===== config.mk =====
export PLATFORM = sky130hd
export DESIGN_NAME = i2c_slave_ctrl
export DESIGN_NICKNAME = d
export VERILOG_FILES = /design/src/rtl/i2c_slave_ctrl.sv
export SDC_FILE = /design/constraint.sdc
export NUM_CORES = 1
export LEC_CHECK = 0
export ABC_AREA = 1
export CAP_MARGIN = 10
export CORE_UTILIZATION = 50
export CTS_CLUSTER_SIZE = 12
export DETAILED_ROUTE_END_ITERATION = 10
export MAX_ROUTING_LAYER = met4
export PLACE_DENSITY_LB_ADDON = 0.1
export SLEW_MARGIN = 20
export SYNTH_ARGS = -nofsm -noshare
export SYNTH_HDL_FRONTEND = slang
export SYNTH_SLANG_ARGS = --single-unit

===== constraint.sdc =====
create_clock -name clk -period 1.86 [get_ports clk]
set_input_delay 0.372 -clock clk [delete_from_list [all_inputs] [get_ports clk]]
set_output_delay 0.372 -clock clk [all_outputs]
set_load 0.005 [all_outputs]

===== src/rtl/i2c_slave_ctrl.sv =====
// i2c_slave_ctrl: I2C slave read-path sequencer driving the SDA mux select and TX strobes.
// Define I2C_TIMEOUT_EN to abort to IDLE after TIMEOUT_CYCLES clocks without bus activity.
module i2c_slave_ctrl #(
  parameter logic [6:0]  SLAVE_ADDR     = 7'b1111000,
  parameter int unsigned TIMEOUT_CYCLES = 1024
) (
  input  logic       clk,
  input  logic       n_rst,
  input  logic       start_found,
  input  logic       stop_found,
  input  logic       scl_rising,
  input  logic       scl_falling,
  input  logic       sda_in,
  input  logic [7:0] rx_data,
  input  logic       tx_empty,
  output logic [1:0] sda_mode,
  output logic       rx_enable,
  output logic       load_data,
  output logic       tx_enable,
  output logic       read_enable,
  output logic       busy,
  output logic       tx_underrun
);
  typedef enum logic [3:0] {
    IDLE, ADDR, CHK_ADDR, ACK_ADDR, NACK, LOAD, TX, REL_ACK, CHK_ACK, WAIT_STOP
  } state_t;
  state_t state, next_state;
  logic [3:0] cnt;
  logic inc, tmo;
  if (TIMEOUT_CYCLES < 2) begin : g_bad_timeout
    $error("TIMEOUT_CYCLES must be at least 2");
  end
`ifdef I2C_TIMEOUT_EN
  localparam int TW = $clog2(TIMEOUT_CYCLES + 1);
  logic [TW-1:0] tmo_cnt;
  logic bus_ev;
  assign bus_ev = scl_rising | scl_falling | start_found | stop_found;
  assign tmo = state != IDLE && !bus_ev && tmo_cnt == TW'(TIMEOUT_CYCLES - 1);
  always_ff @(posedge clk or negedge n_rst)
    if (!n_rst) tmo_cnt <= '0;
    else tmo_cnt <= (bus_ev || state == IDLE) ? '0 : tmo_cnt + 1'b1;
`else
  assign tmo = 1'b0;
`endif
  assign inc = ((state == ADDR || state == REL_ACK) && scl_rising) || (state == TX && scl_falling);
  always_comb begin
    next_state = state;
    case (state)
      ADDR:     if (scl_falling && cnt == 4'd8) next_state = CHK_ADDR;
      CHK_ADDR: next_state = rx_data[7:1] != SLAVE_ADDR ? WAIT_STOP : rx_data[0] ? ACK_ADDR : NACK;
      ACK_ADDR: if (scl_falling) next_state = LOAD;
      NACK:     if (scl_falling) next_state = WAIT_STOP;
      LOAD:     next_state = TX;
      TX:       if (scl_falling && cnt == 4'd7) next_state = REL_ACK;
      REL_ACK:  if (scl_rising) next_state = sda_in ? WAIT_STOP : CHK_ACK;
      CHK_ACK:  if (scl_falling) next_state = LOAD;
      default:  next_state = state;
    endcase
    if (tmo || stop_found) next_state = IDLE;
    if (start_found) next_state = ADDR;
  end
  // Outputs are decoded from next_state so they are registered yet track the state they describe.
  always_ff @(posedge clk or negedge n_rst)
    if (!n_rst) begin
      state       <= IDLE;
      cnt         <= '0;
      sda_mode    <= 2'b00;
      rx_enable   <= 1'b0;
      load_data   <= 1'b0;
      tx_enable   <= 1'b0;
      read_enable <= 1'b0;
      busy        <= 1'b0;
      tx_underrun <= 1'b0;
    end else begin
      state       <= next_state;
      cnt         <= (next_state != state || start_found) ? 4'd0 : cnt + {3'b000, inc};
      sda_mode    <= next_state == ACK_ADDR ? 2'b01 : next_state == NACK ? 2'b10 :
                     next_state == TX ? 2'b11 : 2'b00;
      rx_enable   <= next_state == ADDR;
      load_data   <= next_state == LOAD;
      tx_enable   <= state == TX && next_state == TX && scl_falling;
      read_enable <= next_state == LOAD && !tx_empty;
      busy        <= next_state != IDLE;
      tx_underrun <= tx_underrun | (next_state == LOAD && tx_empty);
    end
endmodule


Fig. 1: clock routing
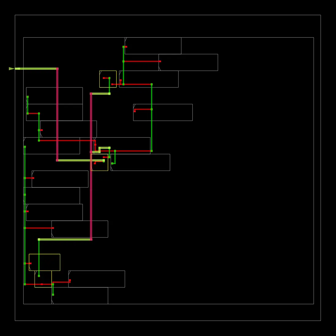
Latency at later pin: 0.30 ns
Clock Skew: 0.01194 ns
seq_cells: 16

Fig. 2: clock network drawn from the DEF
Bar = 10 um.
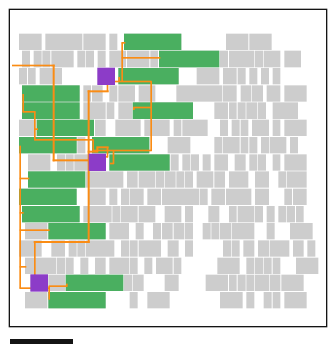
Orange shows clock wires, length 187 um. Purple shows clock drivers, count 3. Green shows flip-flops, count 16.
There are 4 routed clock nets.

Fig. 3: gate families picked out
Bar = 10 um.
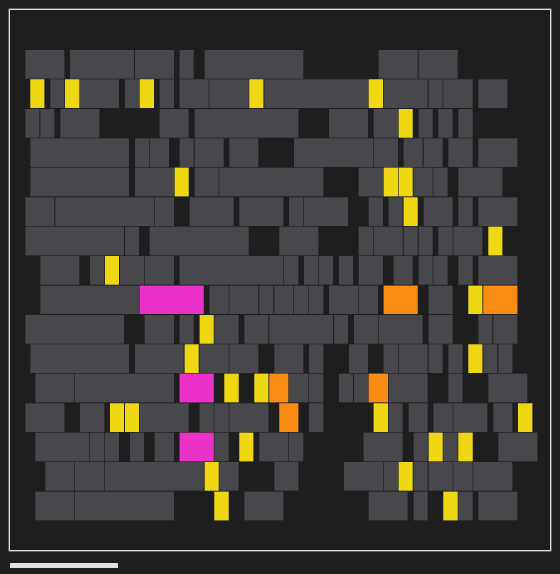
Magenta shows XOR/XNOR gates, cells 3. Orange shows inverting AOI/OAI gates, cells 5. Yellow shows inverters, cells 29, where all over the die.

Fig. 4: power grid
Pins as bars on the die edge. Tap cells in gray.
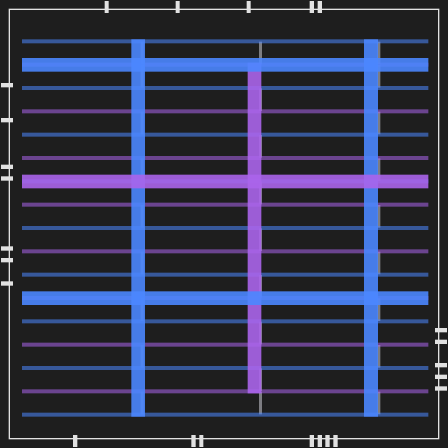
Blue shows VSS. Purple shows VDD.
17 met1 rails follow the rows. 3 straps on met4.

Fig. 5: placed cells, one color a class
Bar = 10 um.
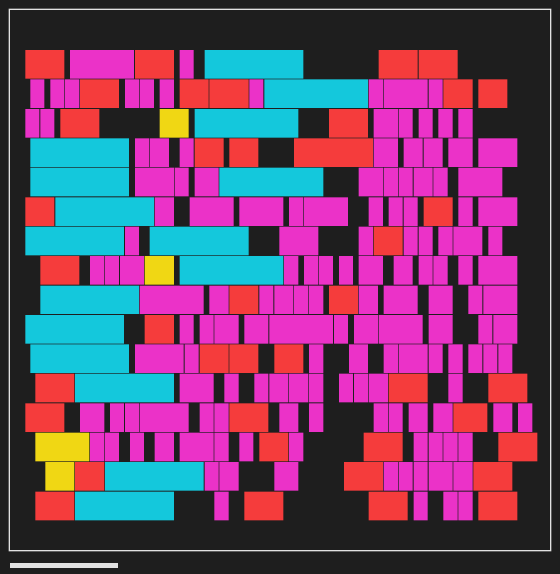
Cyan shows flops, cells 16, share of their area 25%. Yellow shows clock drivers and dummy loads, cells 4, share of their area 2.3%. Magenta shows combinational and other logic, cells 148, share of their area 49%. Red shows other buffers and delay cells, cells 40, share of their area 23%.

==> flow_summary.ini <==
; synthesis and place-and-route metrics
[grt]
grt.total_usage = 0.2535
antenna_found_initial = 0
grt_max_degree = 17

[synth]
synthCells = 166
yosys-stat-area_um2 = 1147
syn_avg_cell_area_um2 = 6.912
edf_count = 0
flop_cell = dfrtp_1
mux_area_frac = 0
numSynthFlops = 16
synth_area_um2 = 1147
synth.cellmix.simpleShare = 0.4776
top_area_frac = 0.3490
xor_share = 0.02290
synth_cell_type_count = 24
ys_sh_adder = 0.02181

[finish]
fin_nets = 227
finish.instance_area_um2 = 1624
clk_share = 0.02234
syn2layout_area_growth_pct = 41.55
non_clock_buffer_count = 40
clkbuf_count = 4
seq-cell-share = 0.2496
comb_cells = 119
drive_gt1_frac = 0.2885
flop_area_um2 = 405.4
fill_cells = 157
largest_class = combinational gates
buffer_area_frac = 0.2273
largestRegisters = cnt (4), state (4), sda_mode (2)
utilization = 0.7876

[power]
power_density_nw_per_um2 = 546.0
power_leakage_nw = 0.8219
vdd_ir_drop_max_mv = 0.5700

[detailed_routing]
num_vias = 1143
drc = 0
detail-route-antenna-nets = 0
via_per_inst = 4.864
routedWlPerCell_um = 11.87
drt-initial-drc-count = 15
drt-total-wl_um = 2790

[floorplan]
io_pins = 24
core_region_area_um2 = 2062
fp.dieH_um = 49.91
tap-cell-count = 27

[setup_path]
critPathBufInv = 1
path_max_fanout = 5
worst-r2r-setup-slack_ns = 0.09
max_stage_delay_ns = 0.47
slowest_stage = dfrtp_2
rr_startpoint = state[1]
cp.depth = 9
ff2ff_path_depth = 9
path_delay_family = flip-flops
arrival_ns = 1.95
crit_end = cnt[2]
critPathKind = reg2reg

[clock_tree]
cts.sinks = 16
clk_pin_slew_ns = 0.10
cts_resized = 2
clk_path_buf_depth = 2
cts_setup_buffers = 0

[timing]
setup_slack_ns = 0.09084
setup_viol = 0
slew_headroom = 0.7963
finalCritPeriodShare = 0.9512
maxSlewViolCount = 0
fmax_ghz = 0.5652

[run]
maxCapViolCount = 0
warnings = 27

[placed_design]
dp_hpwl_um = 2167
gp_congestion = 0.9894

[outcome]
status = finished, final reports clean
## layout by cell type, fill, tap and decap left out, drive strengths merged
master and instances:
dlygate4sd2 1, ha 2, nand4 1, xnor2 1
buf 17, o21ai 4, nand3 21, clkbuf 4
clkdlybuf4s50 22, nor3 3, dfrtp 16, a21oi 1
nand2 46, xor2 2, nand3b 2, nor2 36
inv 29
## per-layer routing
layer	global-route usage	routed length [um]
met3	0.03086	98
met5	-	0
met2	0.4482	1400
met1	0.2943	1251
met4	0.08571	38
## power breakdown
group	total (mW)	switching (mW)	internal, mW
Sequential	0.381	0.0166	0.365
Combinational	0.276	0.149	0.127
Clock	0.230	0.110	0.120
Total	0.887	0.275	0.611
Power figures rest on the tool's default switching activity, not on a simulated workload.
